===== src/rtl/niu_sii_req_tracker_if.sv =====
// NIU->SII request bus: header/payload strobes, data with lane parity, and the
// SII ordered-queue dequeue strobe returned toward the NIU.
interface niu_sii_req_tracker_if #(
    parameter int DATA_W = 128
);
    logic                   niu_sii_hdr_vld;
    logic                   niu_sii_reqbypass;
    logic                   niu_sii_datareq;
    logic                   niu_sii_datareq16;
    logic [DATA_W-1:0]      niu_sii_data;
    logic [DATA_W/16-1:0]   niu_sii_parity;
    logic                   sii_niu_oqdq;

    modport master (
        output niu_sii_hdr_vld,
        output niu_sii_reqbypass,
        output niu_sii_datareq,
        output niu_sii_datareq16,
        output niu_sii_data,
        output niu_sii_parity,
        output sii_niu_oqdq
    );

    modport slave (
        input niu_sii_hdr_vld,
        input niu_sii_reqbypass,
        input niu_sii_datareq,
        input niu_sii_datareq16,
        input niu_sii_data,
        input niu_sii_parity,
        input sii_niu_oqdq
    );
endinterface


===== src/rtl/niu_sii_req_tracker.sv =====
// Tracks NIU->SII request headers and payload beats: per-type counters, last
// header fields, ordered-queue occupancy and sticky protocol/parity errors.
module niu_sii_req_tracker #(
    parameter int DATA_W        = 128,
    parameter int PAYLOAD_BEATS = 4,
    parameter int CNT_W         = 32,
    parameter int OQ_DEPTH      = 16
) (
    input  logic                           iol2clk,
    input  logic                           rst,
    input  logic                           enable,
    niu_sii_req_tracker_if.slave           bus,
    input  logic                           err_clr,
    output logic [CNT_W-1:0]               rd_cnt,
    output logic [CNT_W-1:0]               wr_cnt,
    output logic [CNT_W-1:0]               wr16_cnt,
    output logic [CNT_W-1:0]               byp_cnt,
    output logic [15:0]                    last_tag,
    output logic [39:0]                    last_pa,
    output logic                           hdr_evt,
    output logic                           beat_evt,
    output logic [$clog2(OQ_DEPTH+1)-1:0]  oq_level,
    output logic                           err_rwm,
    output logic                           err_hdr_in_pl,
    output logic                           err_parity,
    output logic                           err_oq_ovf,
    output logic                           err_oq_unf
);
    localparam int LANES  = DATA_W / 16;
    localparam int BEAT_W = $clog2(PAYLOAD_BEATS + 1);
    localparam int OQ_W   = $clog2(OQ_DEPTH + 1);

    localparam logic [BEAT_W-1:0] BEATS_FULL = BEAT_W'(PAYLOAD_BEATS);
    localparam logic [BEAT_W-1:0] BEATS_ONE  = BEAT_W'(1);
    localparam logic [BEAT_W-1:0] BEATS_NONE = BEAT_W'(0);
    localparam logic [OQ_W-1:0]   OQ_MAX     = OQ_W'(OQ_DEPTH);
    localparam logic [OQ_W-1:0]   OQ_ONE     = OQ_W'(1);
    localparam logic [OQ_W-1:0]   OQ_EMPTY   = OQ_W'(0);
    localparam logic [CNT_W-1:0]  CNT_MAX    = {CNT_W{1'b1}};
    localparam logic [CNT_W-1:0]  CNT_ONE    = CNT_W'(1);
    localparam logic [CNT_W-1:0]  CNT_ZERO   = CNT_W'(0);

    typedef enum logic [0:0] {
        ST_IDLE    = 1'b0,
        ST_PAYLOAD = 1'b1
    } state_t;

    function automatic logic [LANES-1:0] lane_parity(input logic [DATA_W-1:0] d);
        logic [LANES-1:0] p;
        for (int i = 0; i < LANES; i++) begin
            p[i] = ^d[16*i +: 16];
        end
        return p;
    endfunction

    function automatic logic [CNT_W-1:0] sat_inc(input logic [CNT_W-1:0] c);
        if (c == CNT_MAX) begin
            return c;
        end else begin
            return c + CNT_ONE;
        end
    endfunction

    state_t              state_r, state_nxt_s;
    logic [BEAT_W-1:0]   rem_r, rem_nxt_s;
    logic [OQ_W-1:0]     oq_r, oq_nxt_s;
    logic [1:0]          rwm_s;
    logic                hdr_acc_s, beat_s, rwm_err_s, hdr_in_pl_s;
    logic                par_err_s, oq_inc_s, ovf_s, unf_s;

    logic [CNT_W-1:0]    rd_cnt_r, wr_cnt_r, wr16_cnt_r, byp_cnt_r;
    logic [15:0]         last_tag_r;
    logic [39:0]         last_pa_r;
    logic                hdr_evt_r, beat_evt_r;
    logic                err_rwm_r, err_hdr_in_pl_r, err_parity_r, err_oq_ovf_r, err_oq_unf_r;

    assign rwm_s     = {bus.niu_sii_datareq, bus.niu_sii_datareq16};
    assign par_err_s = (bus.niu_sii_hdr_vld || (state_r == ST_PAYLOAD)) &&
                       (bus.niu_sii_parity != lane_parity(bus.niu_sii_data));

    // Next-state and per-cycle event decode; a PAYLOAD cycle is always a beat.
    always_comb begin
        state_nxt_s = state_r;
        rem_nxt_s   = rem_r;
        hdr_acc_s   = 1'b0;
        beat_s      = 1'b0;
        rwm_err_s   = 1'b0;
        hdr_in_pl_s = 1'b0;
        case (state_r)
            ST_IDLE: begin
                if (bus.niu_sii_hdr_vld) begin
                    case (rwm_s)
                        2'b00: begin
                            hdr_acc_s = 1'b1;
                        end
                        2'b10: begin
                            hdr_acc_s   = 1'b1;
                            state_nxt_s = ST_PAYLOAD;
                            rem_nxt_s   = BEATS_FULL;
                        end
                        2'b01: begin
                            hdr_acc_s   = 1'b1;
                            state_nxt_s = ST_PAYLOAD;
                            rem_nxt_s   = BEATS_ONE;
                        end
                        default: begin
                            rwm_err_s = 1'b1;
                        end
                    endcase
                end else begin
                    state_nxt_s = ST_IDLE;
                end
            end
            ST_PAYLOAD: begin
                beat_s      = 1'b1;
                hdr_in_pl_s = bus.niu_sii_hdr_vld;
                if (rem_r <= BEATS_ONE) begin
                    state_nxt_s = ST_IDLE;
                    rem_nxt_s   = BEATS_NONE;
                end else begin
                    rem_nxt_s = rem_r - BEATS_ONE;
                end
            end
            default: begin
                state_nxt_s = ST_IDLE;
                rem_nxt_s   = BEATS_NONE;
            end
        endcase
    end

    // Ordered-queue occupancy; a simultaneous push and pop cancel out.
    always_comb begin
        oq_nxt_s = oq_r;
        ovf_s    = 1'b0;
        unf_s    = 1'b0;
        oq_inc_s = hdr_acc_s && !bus.niu_sii_reqbypass;
        if (oq_inc_s && !bus.sii_niu_oqdq) begin
            if (oq_r == OQ_MAX) begin
                ovf_s = 1'b1;
            end else begin
                oq_nxt_s = oq_r + OQ_ONE;
            end
        end else if (!oq_inc_s && bus.sii_niu_oqdq) begin
            if (oq_r == OQ_EMPTY) begin
                unf_s = 1'b1;
            end else begin
                oq_nxt_s = oq_r - OQ_ONE;
            end
        end else begin
            oq_nxt_s = oq_r;
        end
    end

    // FSM state, beats remaining and queue level.
    always_ff @(posedge iol2clk) begin
        if (rst) begin
            state_r <= ST_IDLE;
            rem_r   <= BEATS_NONE;
            oq_r    <= OQ_EMPTY;
        end else if (enable) begin
            state_r <= state_nxt_s;
            rem_r   <= rem_nxt_s;
            oq_r    <= oq_nxt_s;
        end else begin
            state_r <= state_r;
            rem_r   <= rem_r;
            oq_r    <= oq_r;
        end
    end

    // Saturating header counters and last-header fields.
    always_ff @(posedge iol2clk) begin
        if (rst) begin
            rd_cnt_r   <= CNT_ZERO;
            wr_cnt_r   <= CNT_ZERO;
            wr16_cnt_r <= CNT_ZERO;
            byp_cnt_r  <= CNT_ZERO;
            last_tag_r <= 16'h0000;
            last_pa_r  <= 40'h00_0000_0000;
        end else if (enable && hdr_acc_s) begin
            last_tag_r <= bus.niu_sii_data[79:64];
            last_pa_r  <= bus.niu_sii_data[39:0];
            case (rwm_s)
                2'b00:   rd_cnt_r   <= sat_inc(rd_cnt_r);
                2'b10:   wr_cnt_r   <= sat_inc(wr_cnt_r);
                2'b01:   wr16_cnt_r <= sat_inc(wr16_cnt_r);
                default: rd_cnt_r   <= rd_cnt_r;
            endcase
            if (bus.niu_sii_reqbypass) begin
                byp_cnt_r <= sat_inc(byp_cnt_r);
            end else begin
                byp_cnt_r <= byp_cnt_r;
            end
        end else begin
            last_tag_r <= last_tag_r;
            last_pa_r  <= last_pa_r;
        end
    end

    // Event pulses and sticky errors; a fresh detection outranks err_clr.
    always_ff @(posedge iol2clk) begin
        if (rst) begin
            hdr_evt_r       <= 1'b0;
            beat_evt_r      <= 1'b0;
            err_rwm_r       <= 1'b0;
            err_hdr_in_pl_r <= 1'b0;
            err_parity_r    <= 1'b0;
            err_oq_ovf_r    <= 1'b0;
            err_oq_unf_r    <= 1'b0;
        end else if (enable) begin
            hdr_evt_r       <= hdr_acc_s;
            beat_evt_r      <= beat_s;
            err_rwm_r       <= (err_rwm_r       && !err_clr) || rwm_err_s;
            err_hdr_in_pl_r <= (err_hdr_in_pl_r && !err_clr) || hdr_in_pl_s;
            err_parity_r    <= (err_parity_r    && !err_clr) || par_err_s;
            err_oq_ovf_r    <= (err_oq_ovf_r    && !err_clr) || ovf_s;
            err_oq_unf_r    <= (err_oq_unf_r    && !err_clr) || unf_s;
        end else begin
            hdr_evt_r  <= 1'b0;
            beat_evt_r <= 1'b0;
        end
    end

    assign rd_cnt        = rd_cnt_r;
    assign wr_cnt        = wr_cnt_r;
    assign wr16_cnt      = wr16_cnt_r;
    assign byp_cnt       = byp_cnt_r;
    assign last_tag      = last_tag_r;
    assign last_pa       = last_pa_r;
    assign hdr_evt       = hdr_evt_r;
    assign beat_evt      = beat_evt_r;
    assign oq_level      = oq_r;
    assign err_rwm       = err_rwm_r;
    assign err_hdr_in_pl = err_hdr_in_pl_r;
    assign err_parity    = err_parity_r;
    assign err_oq_ovf    = err_oq_ovf_r;
    assign err_oq_unf    = err_oq_unf_r;
endmodule


===== src/flat_wrapper.sv =====
// flat-port wrapper written by rule: the top's interface ports become plain ports
module niu_sii_req_tracker_flat 
#(
    parameter int DATA_W        = 128,
    parameter int PAYLOAD_BEATS = 4,
    parameter int CNT_W         = 32,
    parameter int OQ_DEPTH      = 16
)
  (iol2clk, rst, enable, err_clr, rd_cnt, wr_cnt, wr16_cnt, byp_cnt, last_tag, last_pa, hdr_evt, beat_evt, oq_level, err_rwm, err_hdr_in_pl, err_parity, err_oq_ovf, err_oq_unf, bus_niu_sii_hdr_vld, bus_niu_sii_reqbypass, bus_niu_sii_datareq, bus_niu_sii_datareq16, bus_niu_sii_data, bus_niu_sii_parity, bus_sii_niu_oqdq);
  niu_sii_req_tracker_if #(.DATA_W(DATA_W)) bus_i ();
  input  logic iol2clk;
  input  logic rst;
  input  logic enable;
  input  logic err_clr;
  output logic [CNT_W-1:0] rd_cnt;
  output logic [CNT_W-1:0] wr_cnt;
  output logic [CNT_W-1:0] wr16_cnt;
  output logic [CNT_W-1:0] byp_cnt;
  output logic [15:0] last_tag;
  output logic [39:0] last_pa;
  output logic hdr_evt;
  output logic beat_evt;
  output logic [$clog2(OQ_DEPTH+1)-1:0] oq_level;
  output logic err_rwm;
  output logic err_hdr_in_pl;
  output logic err_parity;
  output logic err_oq_ovf;
  output logic err_oq_unf;
  input wire logic [$bits(bus_i.niu_sii_hdr_vld)-1:0] bus_niu_sii_hdr_vld;
  input wire logic [$bits(bus_i.niu_sii_reqbypass)-1:0] bus_niu_sii_reqbypass;
  input wire logic [$bits(bus_i.niu_sii_datareq)-1:0] bus_niu_sii_datareq;
  input wire logic [$bits(bus_i.niu_sii_datareq16)-1:0] bus_niu_sii_datareq16;
  input wire logic [$bits(bus_i.niu_sii_data)-1:0] bus_niu_sii_data;
  input wire logic [$bits(bus_i.niu_sii_parity)-1:0] bus_niu_sii_parity;
  input wire logic [$bits(bus_i.sii_niu_oqdq)-1:0] bus_sii_niu_oqdq;
  assign bus_i.niu_sii_hdr_vld = bus_niu_sii_hdr_vld;
  assign bus_i.niu_sii_reqbypass = bus_niu_sii_reqbypass;
  assign bus_i.niu_sii_datareq = bus_niu_sii_datareq;
  assign bus_i.niu_sii_datareq16 = bus_niu_sii_datareq16;
  assign bus_i.niu_sii_data = bus_niu_sii_data;
  assign bus_i.niu_sii_parity = bus_niu_sii_parity;
  assign bus_i.sii_niu_oqdq = bus_sii_niu_oqdq;
  niu_sii_req_tracker #(.DATA_W(DATA_W), .PAYLOAD_BEATS(PAYLOAD_BEATS), .CNT_W(CNT_W), .OQ_DEPTH(OQ_DEPTH)) u_core (.iol2clk(iol2clk), .rst(rst), .enable(enable), .bus(bus_i), .err_clr(err_clr), .rd_cnt(rd_cnt), .wr_cnt(wr_cnt), .wr16_cnt(wr16_cnt), .byp_cnt(byp_cnt), .last_tag(last_tag), .last_pa(last_pa), .hdr_evt(hdr_evt), .beat_evt(beat_evt), .oq_level(oq_level), .err_rwm(err_rwm), .err_hdr_in_pl(err_hdr_in_pl), .err_parity(err_parity), .err_oq_ovf(err_oq_ovf), .err_oq_unf(err_oq_unf));
endmodule

===== config.mk =====
export PLATFORM = sky130hd
export DESIGN_NAME = niu_sii_req_tracker_flat
export DESIGN_NICKNAME = d
export VERILOG_FILES = /design/src/rtl/niu_sii_req_tracker_if.sv /design/src/rtl/niu_sii_req_tracker.sv /design/src/flat_wrapper.sv
export SDC_FILE = /design/constraint.sdc
export NUM_CORES = 1
export LEC_CHECK = 0
export CAP_MARGIN = 20
export CORE_MARGIN = 1
export CORE_UTILIZATION = 30
export CTS_CLUSTER_DIAMETER = 150
export CTS_CLUSTER_SIZE = 28
export DETAILED_ROUTE_END_ITERATION = 16
export MAX_ROUTING_LAYER = met4
export PLACE_DENSITY = 0.57
export SYNTH_ARGS = -nofsm -noshare
export SYNTH_HDL_FRONTEND = slang
export SYNTH_SLANG_ARGS = --single-unit

===== constraint.sdc =====
create_clock -name iol2clk -period 2.5 [get_ports iol2clk]
set_input_delay 0.25 -clock iol2clk [delete_from_list [all_inputs] [get_ports iol2clk]]
set_output_delay 0.25 -clock iol2clk [all_outputs]
set_load 0.01 [all_outputs]

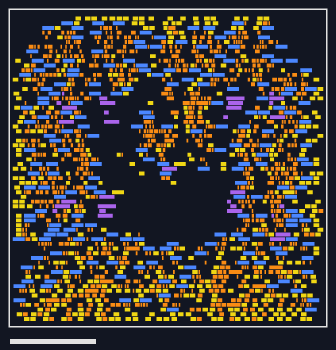
run_1/placement_by_type.png
Bar = 50 um.
- blue: sequential cells (cells 200)
- purple: clock drivers and dummy loads (cells 32)
- orange: combinational and other logic (cells 935)
- yellow: remaining buffers and delay cells (cells 419)

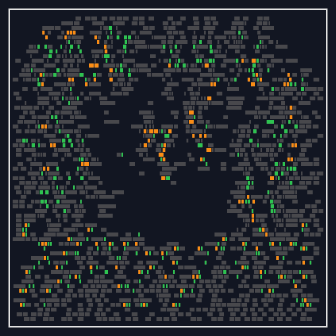
run_1/logic_types.png
- orange: aoi and oai cells (cells 132; most used a21oi_1; where widely spread)
- green: nand cells (cells 269; most used nand2_1; where widely spread)

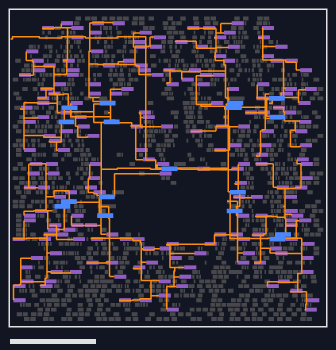
run_1/clk_routes.png
Bar = 50 um.
- blue: clock drivers (count 17)
- purple: flip-flops (count 200)
- orange: clock wires (length 2820 um)
- routed clock nets: 18

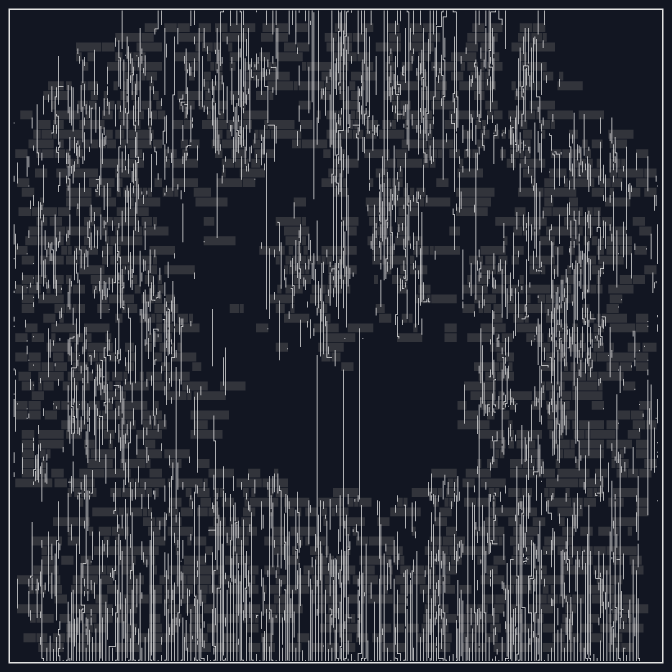
run_1/layer_met2.png
Cells faint in the background.
- longest straight run: 81.6 um
- wire length on this layer: 14800 um
- share of all routed wire: 47%
- nets with wire on the layer: 1440

run 1: worst max path at each step:
stage                                startpoint            endpoint  slack (ns)  cells past startpoint
after floorplan                  u_core.state_r  u_core.oq_level[4]        0.07                     10
after global placement    bus_niu_sii_datareq16  u_core.oq_level[4]       -0.36                     13
after detailed placement  bus_niu_sii_datareq16   u_core.wr_cnt[30]       -0.38                     11
after CTS                 bus_niu_sii_datareq16   u_core.wr_cnt[30]        0.09                     11
after global routing      bus_niu_sii_datareq16   u_core.rd_cnt[25]       0.004                      9
final                     bus_niu_sii_datareq16  u_core.oq_level[3]        0.13                     11
run 1: sequential cells by signal (all words and copies together) (netlist names), 3 cells and up:
name             flops
u_core.byp_cnt      32
u_core.last_pa      40
u_core.last_tag     16
u_core.oq_level      5
u_core.rd_cnt       32
u_core.rem_r         3
u_core.wr16_cnt     32
u_core.wr_cnt       32
run 1: per-layer routing:
layer  global-route usage, %  vias to the layer above  wire (um)
li1                        -                     4762          -
met1                    26.0                     4391      14700
met2                    29.8                      200      14800
met3                    3.97                       18       1650
met4                    4.30                        0        334
met5                       -                        -          0
run 1: report_power, final:
group,leakage (nW),total [mW],switching [mW],internal [mW]
sequential,1.62,3.29,0.0464,3.25
clock,0.292,2.87,1.34,1.53
combinational,3.30,1.38,0.587,0.795
run 1: area by class of cell:
cell class | instances | share of cell area (%)
multi-input cells | 910 | 37.7
repair buffers | 419 | 27.1
flip-flops and latches | 200 | 26.9
well taps | 435 | 3.66
clock buffers | 18 | 2.95
clock inverters | 14 | 1.08
inverters | 25 | 0.630
diodes | 1 | 0.0168
run 1: worst max-delay path, stage by stage:
cell and delay (ns):
clkdlybuf4s50_1 0.42, ha_1 0.25, or4b_4 0.50, or2_4 0.25
buf_4 0.15, ha_1 0.26, a21o_1 0.19, a21oi_2 0.14
xnor2_1 0.13, nand2_1 0.07, a21oi_1 0.13
run 1: kinds of logic (layout without fill, tap and decap cells):
family | count (synthesis) | in the layout
xor+xnor | 229 | 229
flops | 200 | 200
simple gates | 525 | 525
mux | 4 | 4
buf+inv | 66 | 476
fa+ha+maj | 14 | 14
other cells | 0 | 1
compound gates | 138 | 138
run 1: stage by stage:
stage	setup TNS (ns)	total power, mW	cell area, um2	worst slack [ns]
after floorplan	0	4.13	9850	0.0744
after global placement	-20.31	4.74	14300	-0.360
after detailed placement	-24.30	4.75	14300	-0.380
after CTS	0	7.66	14900	0.0874
after global routing	0	7.91	14900	0.00405
final	0	7.55	14900	0.126
run 1: synth_stat cells (all sizes together), types with 3 or more instances:
master  instances
a21o            3
a21oi          88
a31oi           3
and2           11
and3           17
and4           16
buf             7
clkbuf         34
dfxtp         200
ha             13
inv            25
mux2i           4
nand2         176
nand3          46
nand4          43
nor2          145
nor3           22
nor4            6
o211ai          4
o21ai          28
or3            26
or4             3
xnor2         144
xnor3           8
xor2           77
==> flow_summary.yaml, run 1 <==
# physical design summary
run_status:
  status: "complete, no violations"
clock_network:
  cts_tree: "done"
  cts_made_buffers: 17
  hold_buffers: 0
  clockBufferDepth: 2
  h-tree-depth: 4
  cts_setup_buffers: 0
  root_buffer: "clkbuf_16"
  cts_resized: 0
  clk_pin_slew_ns: 0.07
  clock_latency_ns: 0.43
  clkSinkCount: 200
min_path:
  hold_start: "rst"
  hold_path.class: "input port to flip-flop"
  worstHoldPathCells: 2
  min_to: "u_core.wr_cnt[2]"
final_layout:
  fillers: 3190
  lay_top_count: "clkdlybuf4s50_1"
  num-nets-final: 1732
  area_growth_pct: 51.3
  post-route-util_pct: 46.7
  seq_area_um2: 4000
  layout.area.comb_um2: 5610
  final_layout_top_logic_cells: "339 x clkdlybuf4s50_1, 200 x dfxtp_1, 175 x nand2_1"
  final-instance-count-excl-fill: 2022
  drive_above_1_share_pct: 8.07
final_timing:
  slew_headroom_pct: 58.6
  grt_setup_unrepaired: "no"
  fin_crit_sh_pct: 95.0
  hold_ws_ns: 0.186
  setup_violations: 0
  fin_worst_skew_ns: 0.0111
  hold_viol: 0
  tightest_slew_ns: 0.619
  fmax_mhz: 421
  slew_viol_final: 0
  finalCriticalPeriod_ns: 2.37
worst_setup_path:
  path_max_fanout: 3
  r2r-start: "u_core.wr_cnt[8]"
  required_ns: 2.86
  cp-end-kind: "flip-flop"
  r2r-end: "u_core.wr_cnt[19]"
  cp.arrival_ns: 2.73
  criticalPathCategory: "input port to flip-flop"
  regToRegSetupSlack_ns: 0.20
  rr_worst_depth: 8
  startpoint_type: "input port"
logic_synthesis:
  simple_gate_area_share_pct: 25.3
  syn_area_um2: 9840
  adder_share_pct: 1.86
  yosys_warnings: 0
  synth-edff-count: 0
  top_cell_area_share_pct: 40.7
  topCombFamilyByArea: "simple AND/OR/NAND/NOR gates"
  yosysSeqAreaShare_pct: 40.7
  async_flop_share_pct: 0
  avgSynthCellArea_um2: 8.37
  synthTopCellsByArea: "dfxtp_1 41%, xnor2_1 13%, xor2_1 6.9%, nand2_1 6.7%, nor2_1 5.5%"
  ys_area_um2: 9840
  compound_area_share_pct: 7.62
  ys_cells: 1176
  syn_inst: 1176
  mux_area_share_pct: 0.407
  ys.flop_type: "dfxtp_1"
  top_area_cell: "dfxtp_1"
  yosysUniqueCellTypes: 54
  xor_share_pct: 21.5
  syn_nets: 1335
  synth.ff_latch_count: 200
route:
  via_per_inst: 4.63
  detail_route.wl_per_cell_um: 15.6
  firstDrtPassIters: 4
  ant_nets: 0
  wl_mm: 31.5
  drc: 0
  drt_iter0_markers: 538
  via_count: 9371
power_and_ir_drop:
  vdd_ir_drop_max_mv: 0.477
  p_leak_nw: 5.21
  powerDensity_nw_per_um2: 507
placed_design:
  placedCellCount: 1989
  numPortBuffers: 340
  place.gp.congestion: 0.875
  place_hpwl_mm: 24.2
grt:
  gr-usage-all-layers_pct: 19.3
  antenna_found_initial: 1
  grt-ovfl-total: 0
  grt_pass1_wl_mm: 49.3
  grt_max_degree: 68
  grt_pass1_vias: 8812
flow_run:
  cap_violations: 0
  warnings: 30
die:
  dieArea_um2: 33500
  fp-utilization_pct: 30.9
  die_y_um: 183
  ios: 341
  core_area_um2: 31900
  die_w_um: 183
  rows: 65
==> run 2, diff against run 1 <==
--- a/config.mk
+++ b/config.mk
@@ -8,7 +8,7 @@
 export CAP_MARGIN = 20
 export CORE_MARGIN = 1
 export CORE_UTILIZATION = 30
-export CTS_CLUSTER_DIAMETER = 150
+export CTS_CLUSTER_DIAMETER = 30
 export CTS_CLUSTER_SIZE = 28
 export DETAILED_ROUTE_END_ITERATION = 16
 export MAX_ROUTING_LAYER = met4
==> flow_summary.yaml, run 2 <==
# physical design summary
run_status:
  status: "complete, no violations"
final_timing:
  finalCriticalPeriod_ns: 2.37
  slew_headroom_pct: 58.6
  fin_crit_sh_pct: 95.0
  tightest_slew_ns: 0.619
  fin_worst_skew_ns: 0.0111
  hold_viol: 0
  grt_setup_unrepaired: "no"
  fmax_mhz: 421
  setup_violations: 0
  slew_viol_final: 0
grt:
  grt_pass1_vias: 8812
  grt_pass1_wl_mm: 49.3
  antenna_found_initial: 1
  gr-usage-all-layers_pct: 19.3
  grt_max_degree: 68
  grt-ovfl-total: 0
placed_design:
  placedCellCount: 1989
  place_hpwl_mm: 24.2
  numPortBuffers: 340
  placed_area_um2: 14300
  place.gp.congestion: 0.875
final_layout:
  final-instance-count-excl-fill: 2022
  final_area_um2: 14900
  lay_top_count: "clkdlybuf4s50_1"
  drive_above_1_share_pct: 8.07
  fillers: 3190
  num-nets-final: 1732
  area_growth_pct: 51.3
  final_layout_top_logic_cells: "339 x clkdlybuf4s50_1, 200 x dfxtp_1, 175 x nand2_1"
  largest_reg_flops: 40
  post-route-util_pct: 46.7
die:
  ios: 341
  fp-utilization_pct: 30.9
  dieArea_um2: 33500
  rows: 65
  core_area_um2: 31900
  die_y_um: 183
  die_w_um: 183
power_and_ir_drop:
  p_leak_nw: 5.21
  vdd_ir_drop_max_mv: 0.477
  design_power_total_mw: 7.55
  powerDensity_nw_per_um2: 507
logic_synthesis:
  ys_cells: 1176
  syn_area_um2: 9840
  syn_nets: 1335
  yosys_warnings: 0
  async_flop_share_pct: 0
  top_cell: "dfxtp_1"
  synthTopCellsByArea: "dfxtp_1 41%, xnor2_1 13%, xor2_1 6.9%, nand2_1 6.7%, nor2_1 5.5%"
  ys.flop_type: "dfxtp_1"
  synth-edff-count: 0
  top_area_cell: "dfxtp_1"
  ys_area_um2: 9840
  top_cell_area_share_pct: 40.7
  synth.ff_latch_count: 200
  yosysUniqueCellTypes: 54
  syn_inst: 1176
  avgSynthCellArea_um2: 8.37
  common_cells: "200 x dfxtp_1, 175 x nand2_1, 145 x nor2_1"
  yosysSeqAreaShare_pct: 40.7
clock_network:
  clock_latency_ns: 0.43
  clockBufferDepth: 2
  clk_pin_slew_ns: 0.07
  cts_resized: 0
  cts_setup_buffers: 0
  clkSinkCount: 200
  root_buffer: "clkbuf_16"
  cts_made_buffers: 17
  hold_buffers: 0
  cts_tree: "done"
  h-tree-depth: 4
route:
  ant_nets: 0
  drc: 0
  via_count: 9371
  drt_iter0_markers: 538
  via_per_inst: 4.63
  detail_route.wl_per_cell_um: 15.6
  firstDrtPassIters: 4
  wl_mm: 31.5
worst_setup_path:
  cp-end-kind: "flip-flop"
  slowest_delay_ns: 0.50
  required_ns: 2.86
  regToRegSetupSlack_ns: 0.20
  cp_cell_sequence: "clkdlybuf4s50_1 > ha_1 > or4b_4 > or2_4 > buf_4 > ha_1 > a21o_1 > a21oi_2 > xnor2_1 > nand2_1 > a21oi_1"
  criticalPathCategory: "input port to flip-flop"
  cp.arrival_ns: 2.73
  startpoint_type: "input port"
  crit_slowest_cell: "or4b_4"
  critical_path.most_common_cell: "ha_1"
  path_max_fanout: 3
flow_run:
  cap_violations: 0
  warnings: 30
min_path:
  hold_path.class: "input port to flip-flop"
run 2: cell counts after synthesis:
Identical to the previous run, type by type.
run 2: through the flow:
stage | worst slack, ns | hold WS, ns | TNS (ns)
finish | 0.126 | 0.186 | 0
global route | 0.00405 | 0.174 | 0
CTS | 0.0874 | 0.160 | 0
detailed placement | -0.380 | 0.446 | -24.30
global placement | -0.360 | 0.442 | -20.31
floorplan | 0.0744 | 0.386 | 0
run 2: area by class of cell:
type	count	area, um2	share of cell area (%)
multi-input combinational	910	5610	37.7
timing repair buffer	419	4040	27.1
sequential	200	4000	26.9
tap	435	544	3.66
clock buffer	18	439	2.95
clock inverter	14	160	1.08
inverter	25	93.8	0.630
antenna	1	2.50	0.0168
run 2: path summary, 6_finish.rpt:
kind	start	to	cells after the start
hold / removal	rst	u_core.wr_cnt[2]	2
setup reg to reg	u_core.wr_cnt[8]	u_core.wr_cnt[19]	8
hold reg to reg	u_core.last_pa[9]	u_core.last_pa[9]	2
setup / recovery	bus_niu_sii_datareq16	u_core.oq_level[3]	11
run 2: report_power, final:
part           internal [mW]  leakage, nW  switching [mW]
logic                  0.795         3.30           0.587
clock network           1.53        0.292            1.34
registers               3.25         1.62          0.0464
run 2: kinds of logic after synthesis:
family                   Yosys count  synth area share, %
flip-flops                       200                 40.7
buffers and inverters             66                 2.63
XOR/XNOR                         229                 21.5
multiplexers                       4                0.407
AND/OR/NAND/NOR                  525                 25.3
adder cells (fa/ha/maj)           14                 1.86
AND-OR/OR-AND                    138                 7.62
run 2: worst max-delay path: cells and delay by family:
family	cells	cell delay (ns)
buffers and inverters	2	0.57
AND-OR/OR-AND	3	0.46
XOR/XNOR	1	0.13
AND/OR/NAND/NOR	3	0.82
adder cells (fa/ha/maj)	2	0.51
run 2: routing by layer:
metal | part of all wire, % | GRT usage, %
met5 | 0 | -
met4 | 1.1 | 4.30
met3 | 5.2 | 3.97
met2 | 47 | 29.8
met1 | 47 | 26.0
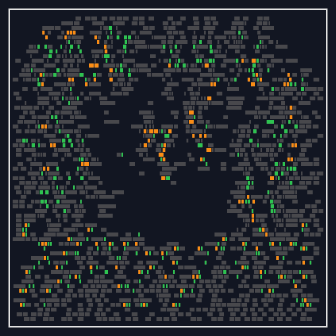
run_2/logic_types.png
- orange: aoi and oai cells (cells 132; most used a21oi_1; where widely spread)
- green: nand cells (cells 269; most used nand2_1; where widely spread)

Power is estimated from default activity; no workload was simulated.
